Fig. 1: cell sizes after repair
Bar = 50 µm.
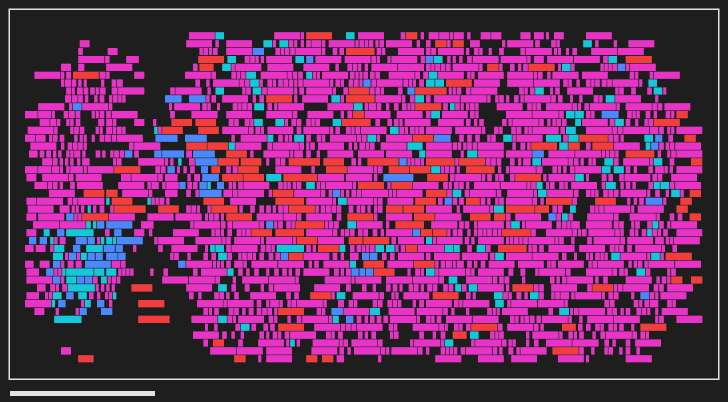
Fig. 2: met4 routing
Bar = 50 µm. Cells faint in the background.
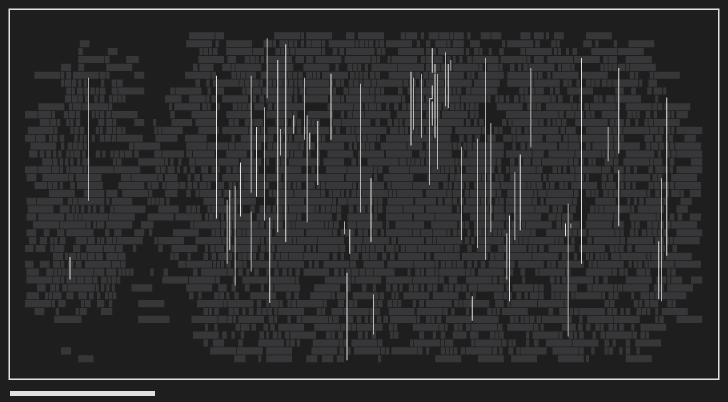
Fig. 3: signal wires on met2
Cells faint in the background.
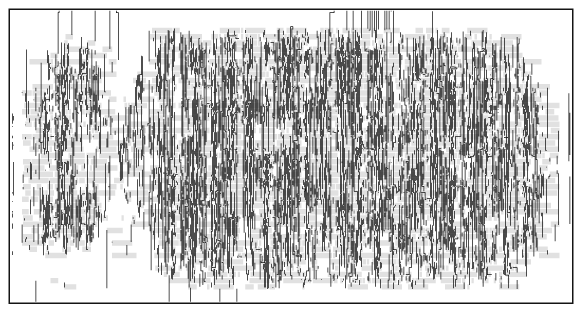
Fig. 4: signal wires by layer
Two of the layers only.
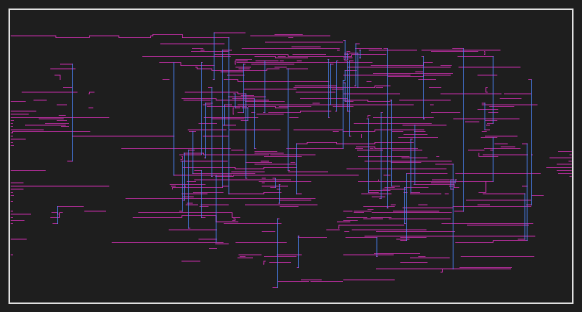
Fig. 5: the clock network
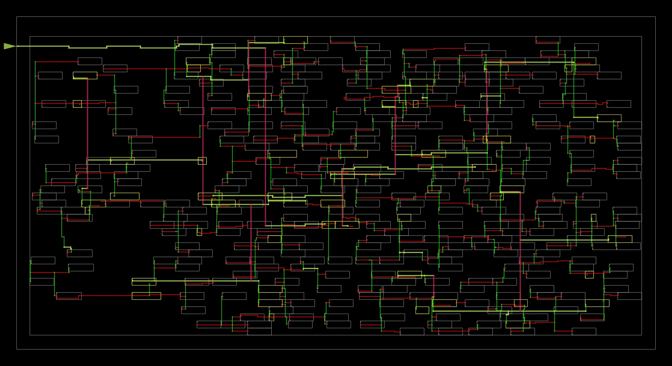
==> config.mk <==
export PLATFORM = sky130hd
export DESIGN_NAME = nios_pio_stream_rx
export DESIGN_NICKNAME = d
export VERILOG_FILES = /design/src/rtl/nios_pio_stream_rx.sv
export SDC_FILE = /design/constraint.sdc
export NUM_CORES = 1
export LEC_CHECK = 0
export ABC_AREA = 1
export CAP_MARGIN = 0
export CORE_ASPECT_RATIO = 0.5
export CORE_MARGIN = 5
export CORE_UTILIZATION = 55
export DETAILED_ROUTE_END_ITERATION = 7
export PLACE_DENSITY = 0.76
export SLEW_MARGIN = 20
export SYNTH_ARGS = -nofsm -noshare
export SYNTH_HDL_FRONTEND = slang
export SYNTH_SLANG_ARGS = --single-unit
==> constraint.sdc <==
create_clock -name clk -period 2.1 [get_ports clk]
set_input_delay 0.42 -clock clk [delete_from_list [all_inputs] [get_ports clk]]
set_output_delay 0.42 -clock clk [all_outputs]
set_load 0.02 [all_outputs]
==> impl_metrics.py <==
# Flow results
metrics = {
    "global_route": {
        "grt_start_max_net_pins": 60,
        "overflow": 0,
        "grt_pass1_vias": 13330,
        "grt_pass1_wl_um": 72640,
        "grt_antenna_before_repair": 0,
    },
    "finish": {
        "clk_share": 0.05626,
        "clkbuf_count": 38,
        "layout_top_cells": "321 x dfrtp_1, 309 x o21ai_0, 299 x nand2_1",
        "drive_gt1_frac": 0.1801,
        "comb_area_um2": 6231,
        "seq_share": 0.4344,
        "largest_reg_flops": 272,
        "buffer_area_frac": 0.1211,
        "logic_gate_count": 1170,
        "inverters": 169,
        "num-fill-cells": 1927,
        "num_antenna_cells": 0,
        "biggestCellCategory": "sequential cells",
        "regArea_um2": 8193,
        "sh_comb_area": 0.3304,
        "final_nets": 1895,
        "lay_top_count": "dfrtp_1",
    },
    "min_path": {
        "min_path_cells": 1,
        "worstHoldPathType": "in -> reg",
    },
    "cts": {
        "clock-root-buffer": "clkbuf_16",
        "clk_pin_slew_worst_paths_ns": 0.07,
        "clk_latency_ns": 0.58,
        "hold_buffers": 1,
        "cts_max_path_buffers": 3,
        "cts_buffers": 29,
        "post_cts_buffers": 10,
        "tritoncts": "built",
        "htreeDepth": 1,
        "post_cts_resized": 263,
    },
    "sta": {
        "worst_slack_ns": -0.5393,
        "maxSlewHeadroom": 0.6546,
        "setup_violations": 18,
        "drv_slew": 0,
        "worst_pin_slew_ns": 0.5181,
        "fin_tns_setup_ns": -8.116,
        "rsz0062_at_grt": "yes",
        "fin_crit_ns": 2.639,
        "fmax_mhz": 378.9,
        "holdWs_ns": 0.2900,
        "hold_viol_final": 0,
        "clock_skew_ns": 0.02110,
        "finalCritPeriodShare": 1.257,
    },
    "floorplan": {
        "rows": 42,
        "die_h_um": 127.2,
        "die_w_um": 244.5,
        "initCoreUtil": 0.5653,
        "ios": 62,
        "coreArea_um2": 26750,
        "chip_area_um2": 31110,
        "tapCellCount": 352,
    },
    "logic_synthesis": {
        "synthFlopType": "dfrtp_1",
        "ys_async_sr_fraction": 1.000,
        "synthesis.area_um2": 15120,
        "synth_flops": 327,
        "yosysChipArea_um2": 15120,
        "edf_count": 0,
        "ys_cells": 1797,
        "yosysWarnings": 0,
        "ys_top_cells_by_area": "dfrtp_1 54%, o21ai_0 13%, nand2_1 7.8%",
        "fp_nets": 1827,
        "syn_inst": 1797,
        "yosysTopAreaCell": "dfrtp_1",
        "top_cell_area_share": 0.5412,
        "synth_cell_types": 35,
        "avgSynthCellArea_um2": 8.414,
        "synth_seq_share": 0.5412,
    },
    "placement": {
        "io_buffer_count": 61,
        "post-place-ws_ns": -0.4339,
        "dp_hpwl_um": 24890,
        "place_congestion": 0.8222,
    },
    "route": {
        "viasPerCell": 6.026,
        "antenna_left": 0,
        "first_pass_iters": 5,
        "remaining_drc_errors": 0,
        "drt-initial-drc-count": 1478,
    },
    "power_and_ir_drop": {
        "cellPowerDensity_nw_per_um2": 1267,
        "p_leak_uw": 0.008352,
        "power.ir.vdd_worst_mv": 0.8084,
    },
    "critical_path": {
        "reg2regPathDepth": 15,
        "start_kind": "flop",
        "critPathKind": "reg -> out",
        "required_ns": 1.68,
        "crit_fanout": 27,
        "crit_arrival_ns": 2.22,
        "critPathCaptureType": "primary output",
        "r2r_slack_ns": -0.10,
    },
    "status": {
        "outcome": "finished, violations left",
        "violations": "negative setup slack",
    },
    "flow_run": {
        "warning_count": 33,
        "max_cap_viol_count": 0,
    },
}
-- Fig. 1 (at the start) --
cyan -> x2  # cells 140, share 7.4%, most used a21oi_2
red -> x6 and larger  # cells 125, share 6.6%, most used buf_12
blue -> x3 and x4  # cells 75, share 4.0%, most used buf_4
magenta -> x1 and smaller  # cells 1548, share 82%, most used dfrtp_1
final instance area: 18860 µm²
Signal buffers: 168
P&R area growth vs syn: 24.74%

-- Fig. 2 (at the start) --
longest straight run = 70.7 µm
nets with wire on the layer = 41
wire length on this layer = 1550 µm
share of all routed wire = 3.4%
main direction = vertical
Detailed Route WL: 45970 µm
Vias: 13500

-- Fig. 3 (at the start) --
longest straight run = 56.4 µm
wire length on this layer = 20.5 mm
nets with wire on the layer = 1523
share of all routed wire = 45%
GR met2 Demand/Resource: 0.4525

-- Fig. 4 (at the start) --
blue -> M4  # wire length 1550 µm
magenta -> M3  # wire length 5030 µm
DR WL/cell: 20.52 µm
Total GRT Usage: 0.2941

-- Fig. 5 (at the start) --
clock group total power: 5940 µW
FF+latch count: 327
clk sinks: 327

cells in the mapped netlist (all sizes together) (2+ instances only):
cell / number
o211ai: 4
nor4: 6
dfrtp: 327
nor3: 16
nor2: 107
xnor2: 2
nand3: 105
o221ai: 13
a21oi: 166
clkinv: 2
nand4: 19
nand2: 316
ha: 9
o21ai: 396
clkbuf: 82
buf: 49
inv: 167
o22ai: 4
report_power, final:
part / switching [µW] / leakage, µW / internal (µW)
Combinational: 5870 / 0.00337 / 4410
Clock: 2500 / 0.000523 / 3440
Sequential: 670 / 0.00446 / 7010
Total: 9040 / 0.00835 / 14900
metal layers:
layer  track usage  share of wire  vias to the layer above
met5             0              0                        -
met4       0.09855          0.034                        0
met3       0.06845           0.11                      136
met2        0.4525           0.44                      745
met1        0.4187           0.41                     6479
li1              -              -                     6138
cell families (layout without fill, tap and decap cells):
| family | after synthesis | count (layout) | synth area share |
|---|---|---|---|
| buf+inv | 300 | 391 | 0.08160 |
| compound gates | 587 | 587 | 0.2011 |
| xor+xnor | 3 | 3 | 0.001738 |
| simple gates | 571 | 571 | 0.1669 |
| fa+ha+maj | 9 | 9 | 0.007448 |
| flops | 327 | 327 | 0.5412 |
critical path, stage by stage (launching register included):
cell and delay [ns]:
dfrtp_4 0.55, buf_12 0.16, buf_16 0.16, a21oi_2 0.19, o21ai_0 0.11, nand3_1 0.10
nand3_2 0.10, nand2_2 0.13, buf_6 0.13
per-stage QoR:
stage,area (µm²),utilization,total power [µW],std cells
finish,18860,0.7051,23900,2240
global route,18860,0.7051,24990,2240
CTS,18550,0.6937,23220,2237
detailed placement,16680,0.6236,15480,2159
global placement,16680,0.6236,15350,2159
floorplan,15140,-,12020,1797
Power is estimated from default activity; no workload was simulated.
